<file path="src/rtl/mem_map_pkg.sv">
// Shared definitions for the two-requester memory arbiter: FSM states,
// the address-fold constants and the default error fill pattern.
package mem_map_pkg;

    typedef enum logic [1:0] {
        ST_IDLE  = 2'd0,
        ST_ISSUE = 2'd1,
        ST_WAIT  = 2'd2,
        ST_DONE  = 2'd3
    } arb_state_e;

    localparam logic [15:0] MAP_THRESHOLD     = 16'h0100;
    localparam logic [15:0] MAP_OFFSET        = 16'h0101;
    localparam logic [15:0] FILL_DATA_DEFAULT = 16'hF345;

    // Addresses above the threshold are folded upward (wrapping at 2^16).
    function automatic logic [15:0] map_addr(input logic [15:0] addr);
        logic [15:0] mapped;
        if (addr > MAP_THRESHOLD) begin
            mapped = addr + MAP_OFFSET;
        end else begin
            mapped = addr;
        end
        return mapped;
    endfunction

endpackage

</file>
<file path="src/rtl/mem_arbiter_rr.sv">
// Two-way round-robin decision: on a tie the requester that was not
// granted last wins; a lone requester always wins.
module rr_arbiter2 (
    input  logic req0,
    input  logic req1,
    input  logic last_grant,
    output logic grant,
    output logic grant_id
);

    // Combinational grant decision
    always_comb begin
        grant    = req0 | req1;
        grant_id = 1'b0;
        if (req0 && req1) begin
            grant_id = ~last_grant;
        end else if (req1) begin
            grant_id = 1'b1;
        end else begin
            grant_id = 1'b0;
        end
    end

endmodule

</file>
<file path="src/rtl/mem_arbiter.sv">
// Arbitrates a CPU and a DMA requester onto one synchronous RAM port,
// folding high addresses and answering illegal ones with an error response.
module mem_arbiter
    import mem_map_pkg::*;
#(
    parameter logic [15:0] ADDR_LIMIT = 16'h0100,
    parameter logic [15:0] FILL_DATA  = FILL_DATA_DEFAULT
) (
    input  logic        clk,
    input  logic        rst,
    input  logic        req0,
    input  logic        req1,
    input  logic        we0,
    input  logic        we1,
    input  logic [15:0] addr0,
    input  logic [15:0] addr1,
    input  logic [15:0] wdata0,
    input  logic [15:0] wdata1,
    output logic        ack0,
    output logic        ack1,
    output logic        err0,
    output logic        err1,
    output logic [15:0] rdata,
    output logic [8:0]  mem_addr,
    output logic        mem_we,
    output logic [15:0] mem_wdata,
    input  logic [15:0] mem_rdata,
    output logic        busy,
    output logic        owner
);

    arb_state_e  state_r, state_nx_s;

    logic        grant_s;
    logic        grant_id_s;
    logic        last_grant_r, last_grant_nx_s;
    logic        owner_r, owner_nx_s;
    logic        we_r, we_nx_s;
    logic        illegal_r, illegal_nx_s;

    logic        sel_we_s;
    logic [15:0] sel_mapped_s;
    logic [15:0] sel_wdata_s;
    logic        sel_illegal_s;

    logic        ack0_r, ack0_nx_s;
    logic        ack1_r, ack1_nx_s;
    logic        err0_r, err0_nx_s;
    logic        err1_r, err1_nx_s;
    logic [15:0] rdata_r, rdata_nx_s;
    logic [8:0]  mem_addr_r, mem_addr_nx_s;
    logic        mem_we_r, mem_we_nx_s;
    logic [15:0] mem_wdata_r, mem_wdata_nx_s;
    logic        busy_r;

    rr_arbiter2 u_rr (
        .req0       (req0),
        .req1       (req1),
        .last_grant (last_grant_r),
        .grant      (grant_s),
        .grant_id   (grant_id_s)
    );

    // Mux the winning requester's command and classify its address
    always_comb begin
        sel_we_s     = 1'b0;
        sel_mapped_s = 16'h0000;
        sel_wdata_s  = 16'h0000;
        if (grant_id_s) begin
            sel_we_s     = we1;
            sel_mapped_s = map_addr(addr1);
            sel_wdata_s  = wdata1;
        end else begin
            sel_we_s     = we0;
            sel_mapped_s = map_addr(addr0);
            sel_wdata_s  = wdata0;
        end
        sel_illegal_s = (sel_mapped_s > ADDR_LIMIT);
    end

    // Next-state and next-output logic; every output is registered below
    always_comb begin
        state_nx_s      = state_r;
        last_grant_nx_s = last_grant_r;
        owner_nx_s      = owner_r;
        we_nx_s         = we_r;
        illegal_nx_s    = illegal_r;
        ack0_nx_s       = 1'b0;
        ack1_nx_s       = 1'b0;
        err0_nx_s       = 1'b0;
        err1_nx_s       = 1'b0;
        rdata_nx_s      = 16'h0000;
        mem_addr_nx_s   = mem_addr_r;
        mem_we_nx_s     = 1'b0;
        mem_wdata_nx_s  = mem_wdata_r;

        case (state_r)
            ST_IDLE: begin
                if (grant_s) begin
                    state_nx_s     = ST_ISSUE;
                    owner_nx_s     = grant_id_s;
                    we_nx_s        = sel_we_s;
                    illegal_nx_s   = sel_illegal_s;
                    mem_addr_nx_s  = sel_mapped_s[8:0];
                    mem_we_nx_s    = sel_we_s & ~sel_illegal_s;
                    mem_wdata_nx_s = sel_wdata_s;
                end else begin
                    state_nx_s = ST_IDLE;
                end
            end
            ST_ISSUE: begin
                state_nx_s = ST_WAIT;
            end
            ST_WAIT: begin
                // RAM data for the ISSUE address is valid now; capture it at this edge
                state_nx_s = ST_DONE;
                ack0_nx_s  = ~owner_r;
                ack1_nx_s  = owner_r;
                err0_nx_s  = ~owner_r & illegal_r;
                err1_nx_s  = owner_r & illegal_r;
                if (illegal_r) begin
                    rdata_nx_s = FILL_DATA;
                end else if (we_r) begin
                    rdata_nx_s = 16'h0000;
                end else begin
                    rdata_nx_s = mem_rdata;
                end
            end
            ST_DONE: begin
                state_nx_s      = ST_IDLE;
                last_grant_nx_s = owner_r;
            end
            default: begin
                state_nx_s = ST_IDLE;
            end
        endcase
    end

    // State and output registers with synchronous reset
    always_ff @(posedge clk) begin
        if (rst) begin
            state_r      <= ST_IDLE;
            last_grant_r <= 1'b1;
            owner_r      <= 1'b0;
            we_r         <= 1'b0;
            illegal_r    <= 1'b0;
            ack0_r       <= 1'b0;
            ack1_r       <= 1'b0;
            err0_r       <= 1'b0;
            err1_r       <= 1'b0;
            rdata_r      <= 16'h0000;
            mem_addr_r   <= 9'h000;
            mem_we_r     <= 1'b0;
            mem_wdata_r  <= 16'h0000;
            busy_r       <= 1'b0;
        end else begin
            state_r      <= state_nx_s;
            last_grant_r <= last_grant_nx_s;
            owner_r      <= owner_nx_s;
            we_r         <= we_nx_s;
            illegal_r    <= illegal_nx_s;
            ack0_r       <= ack0_nx_s;
            ack1_r       <= ack1_nx_s;
            err0_r       <= err0_nx_s;
            err1_r       <= err1_nx_s;
            rdata_r      <= rdata_nx_s;
            mem_addr_r   <= mem_addr_nx_s;
            mem_we_r     <= mem_we_nx_s;
            mem_wdata_r  <= mem_wdata_nx_s;
            busy_r       <= (state_nx_s != ST_IDLE);
        end
    end

    assign ack0      = ack0_r;
    assign ack1      = ack1_r;
    assign err0      = err0_r;
    assign err1      = err1_r;
    assign rdata     = rdata_r;
    assign mem_addr  = mem_addr_r;
    assign mem_we    = mem_we_r;
    assign mem_wdata = mem_wdata_r;
    assign busy      = busy_r;
    assign owner     = owner_r;

endmodule
</file>
<file path="config.mk">
export PLATFORM = sky130hd
export DESIGN_NAME = mem_arbiter
export DESIGN_NICKNAME = d
export VERILOG_FILES = /design/src/rtl/mem_map_pkg.sv /design/src/rtl/mem_arbiter_rr.sv /design/src/rtl/mem_arbiter.sv
export SDC_FILE = /design/constraint.sdc
export NUM_CORES = 1
export LEC_CHECK = 0
export ABC_AREA = 1
export CAP_MARGIN = 40
export CORE_MARGIN = 8
export CORE_UTILIZATION = 40
export CTS_CLUSTER_DIAMETER = 200
export DETAILED_ROUTE_END_ITERATION = 10
export PLACE_DENSITY_LB_ADDON = 0.12
export SYNTH_ARGS = -nofsm -noshare
export SYNTH_HDL_FRONTEND = slang
export SYNTH_SLANG_ARGS = --single-unit
export TNS_END_PERCENT = 5
</file>
<file path="constraint.sdc">
create_clock -name clk -period 1.59 [get_ports clk]
set_clock_uncertainty 0.1 [all_clocks]
set_input_delay 0.318 -clock clk [delete_from_list [all_inputs] [get_ports clk]]
set_output_delay 0.318 -clock clk [all_outputs]
set_load 0.005 [all_outputs]
</file>
### Placement by cell class

Bar = 20 um. Fill, decap, tap and diode cells in grey.
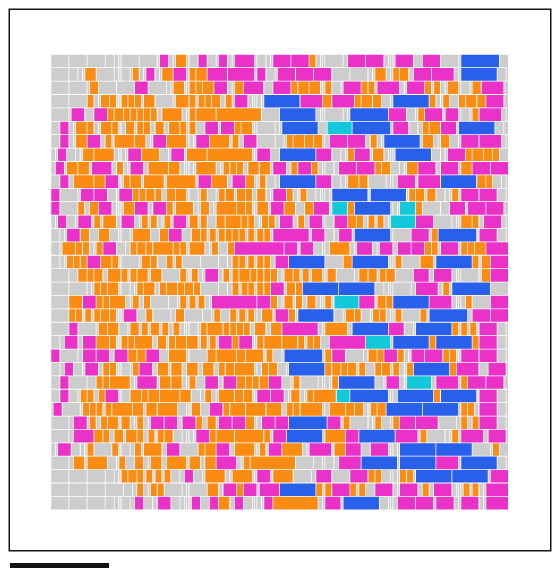
clock drivers and dummy loads -> cyan  # cells 8, share of their area 1.6%
all other logic -> orange  # cells 521, share of their area 46%
other buffers and delay cells -> magenta  # cells 235, share of their area 35%
flip-flops -> blue  # cells 53, share of their area 18%

### Cell density map

The die is cut into 11 by 11 equal tiles; black is low, pale yellow is high, 0 to 100% covered.
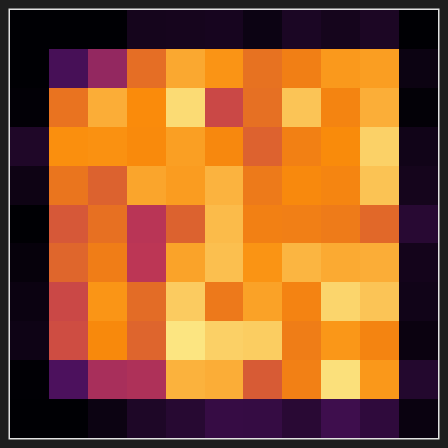
mean over tiles = 50%
tiles over 75% full = 30%
densest ninth of the die = middle
fullest tile = 94%

### Sequential cells coloured by netlist name

Bar = 20 um. Other sequential cells in the stronger grey, the rest of the logic in the fainter grey.
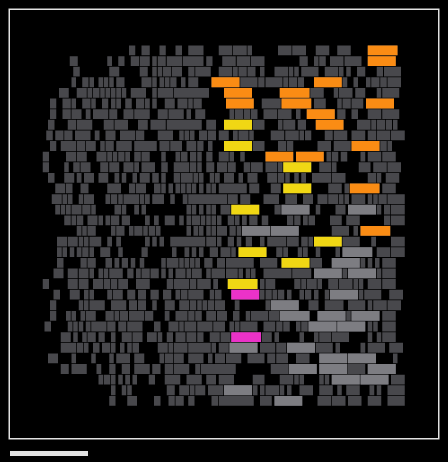
mem_addr -> yellow  # placed flops 9, where middle
state_r -> magenta  # placed flops 2
mem_wdata -> orange  # placed flops 16
not coloured = 26
Seq/total area: 17.4%
fin util: 71.5%

==> qor.yml <==
synthDistinctLibCells: 30
cp_common_cell: "nand2_1"
netSwitchingPower_uw: 1320
async_flop_share_pct: 0
edf_count: 0
chip_area_um2: 12000
flop_cell: "dfxtp_1"
pwr-share-seq_pct: 40.0
vias: 4554
layout_min_cycle_time_ps: 1640
finalSetupViolCount: 2
clkTransAtPathRegs_ps: 100
first_global_vias: 4467
cts_buffer_depth: 2
finalClockPeriodUsage_pct: 103
total_power_uw: 3990
hp-start: "last_grant_r"
synth_flops: 53
fin_ws_ps: -50.9
area_growth_pct: 75.3
clock.latency.late_pin_ps: 310
top_area_share_pct: 30.3
syn_area_um2: 3510
cts_htree_levels: 2
fill_cells: 749
critical_path.max_fanout: 4
ys_seq_share_pct: 30.3
antenna_found_initial: 0
cts_inserted_buffers: 5
hold_viol_final: 0
io_pins: 134
grt_pass1_wl_mm: 19.3
pre_cts_slack_ps: -853
viasPerCell: 4.92
status: "finished with violations"
path_buffers: 4
worstSetupStartpoint: "addr1[0]"
drc: 0
stdcell_area_um2: 6150
failed_checks: "negative setup slack"
flip-flops by register name (all words and copies together) (netlist names):
signal and count:
ack1 1, busy 1, state_r 2, rdata 16, mem_addr 9, err0 1
owner 1, we_r 1, mem_wdata 16, err1 1, mem_we 1, last_grant_r 1
ack0 1, illegal_r 1
metrics by stage:
step                instances  hold WS (ps)
floorplan                 595           321
global placement          898           359
detailed placement        898           376
CTS                       916           377
global route              925           419
finish                    925           381
cell type report:
type | count | area [um^2] | share of cell area, %
flip-flops and latches | 53 | 1070 | 17.4
clock buffers | 5 | 68.8 | 1.12
clock inverters | 3 | 25.0 | 0.407
inverters | 54 | 215 | 3.50
well taps | 108 | 135 | 2.20
multi-input cells | 467 | 2530 | 41.2
repair buffers | 235 | 2100 | 34.2
cells by family (layout without fill, tap and decap cells):
logic type / Yosys count / after routing / share of synthesized area [%]
buf+inv: 75 / 297 / 9.38
flops: 53 / 53 / 30.3
compound gates: 61 / 61 / 9.70
xor+xnor: 7 / 7 / 1.75
simple gates: 392 / 392 / 46.4
fa+ha+maj: 7 / 7 / 2.50
placed cells by master, fill, tap and decap left out, drive strengths merged, types with 6 or more instances in the layout:
cell type	count
ha	7
a31oi	17
clkbuf	15
o21ai	34
buf	124
dlymetal6s2s	21
nand2	234
clkdlybuf4s50	65
a21oi	9
dlygate4sd2	15
nand3	57
dfxtp	53
nand3b	6
nor2	89
inv	55
power by group through the flow:
stage          Combinational (uW)  Clock, uW  Sequential (uW)
5_1_grt                      1800        848             1620
6_report                     1630        767             1600
3_5_place_dp                 1560          0             1630
4_1_cts                      1560        794             1590
2_1_floorplan                 618          0             1630
3_3_place_gp                 1540          0             1610
timing repair:
action | CTS | global route
pin swaps | 50 | 60
setup buffers | 9 | 8
setup endpoints to repair | 24 | 33
gates resized | 157 | 146
gates cloned | 1 | 1
final timing paths:
path | to | cells after the start | slack, ps
min | last_grant_r | 2 | 380
max | illegal_r | 17 | -50
max reg2reg | illegal_r | 13 | -40
min reg2reg | last_grant_r | 2 | 380
routing by layer:
metal	global-route usage [%]	up-vias	routed length, um
li1	-	2330	-
met1	22.3	2056	5170
met2	35.3	142	6330
met3	2.58	26	768
met4	8.39	0	335
met5	0	-	0
worst min-delay path: stages, from the launching register on:
cell and delay, ps:
dfxtp_2 340, inv_1 40, o21ai_0 70
No activity file was given, so power comes from the tool's default toggle rates.
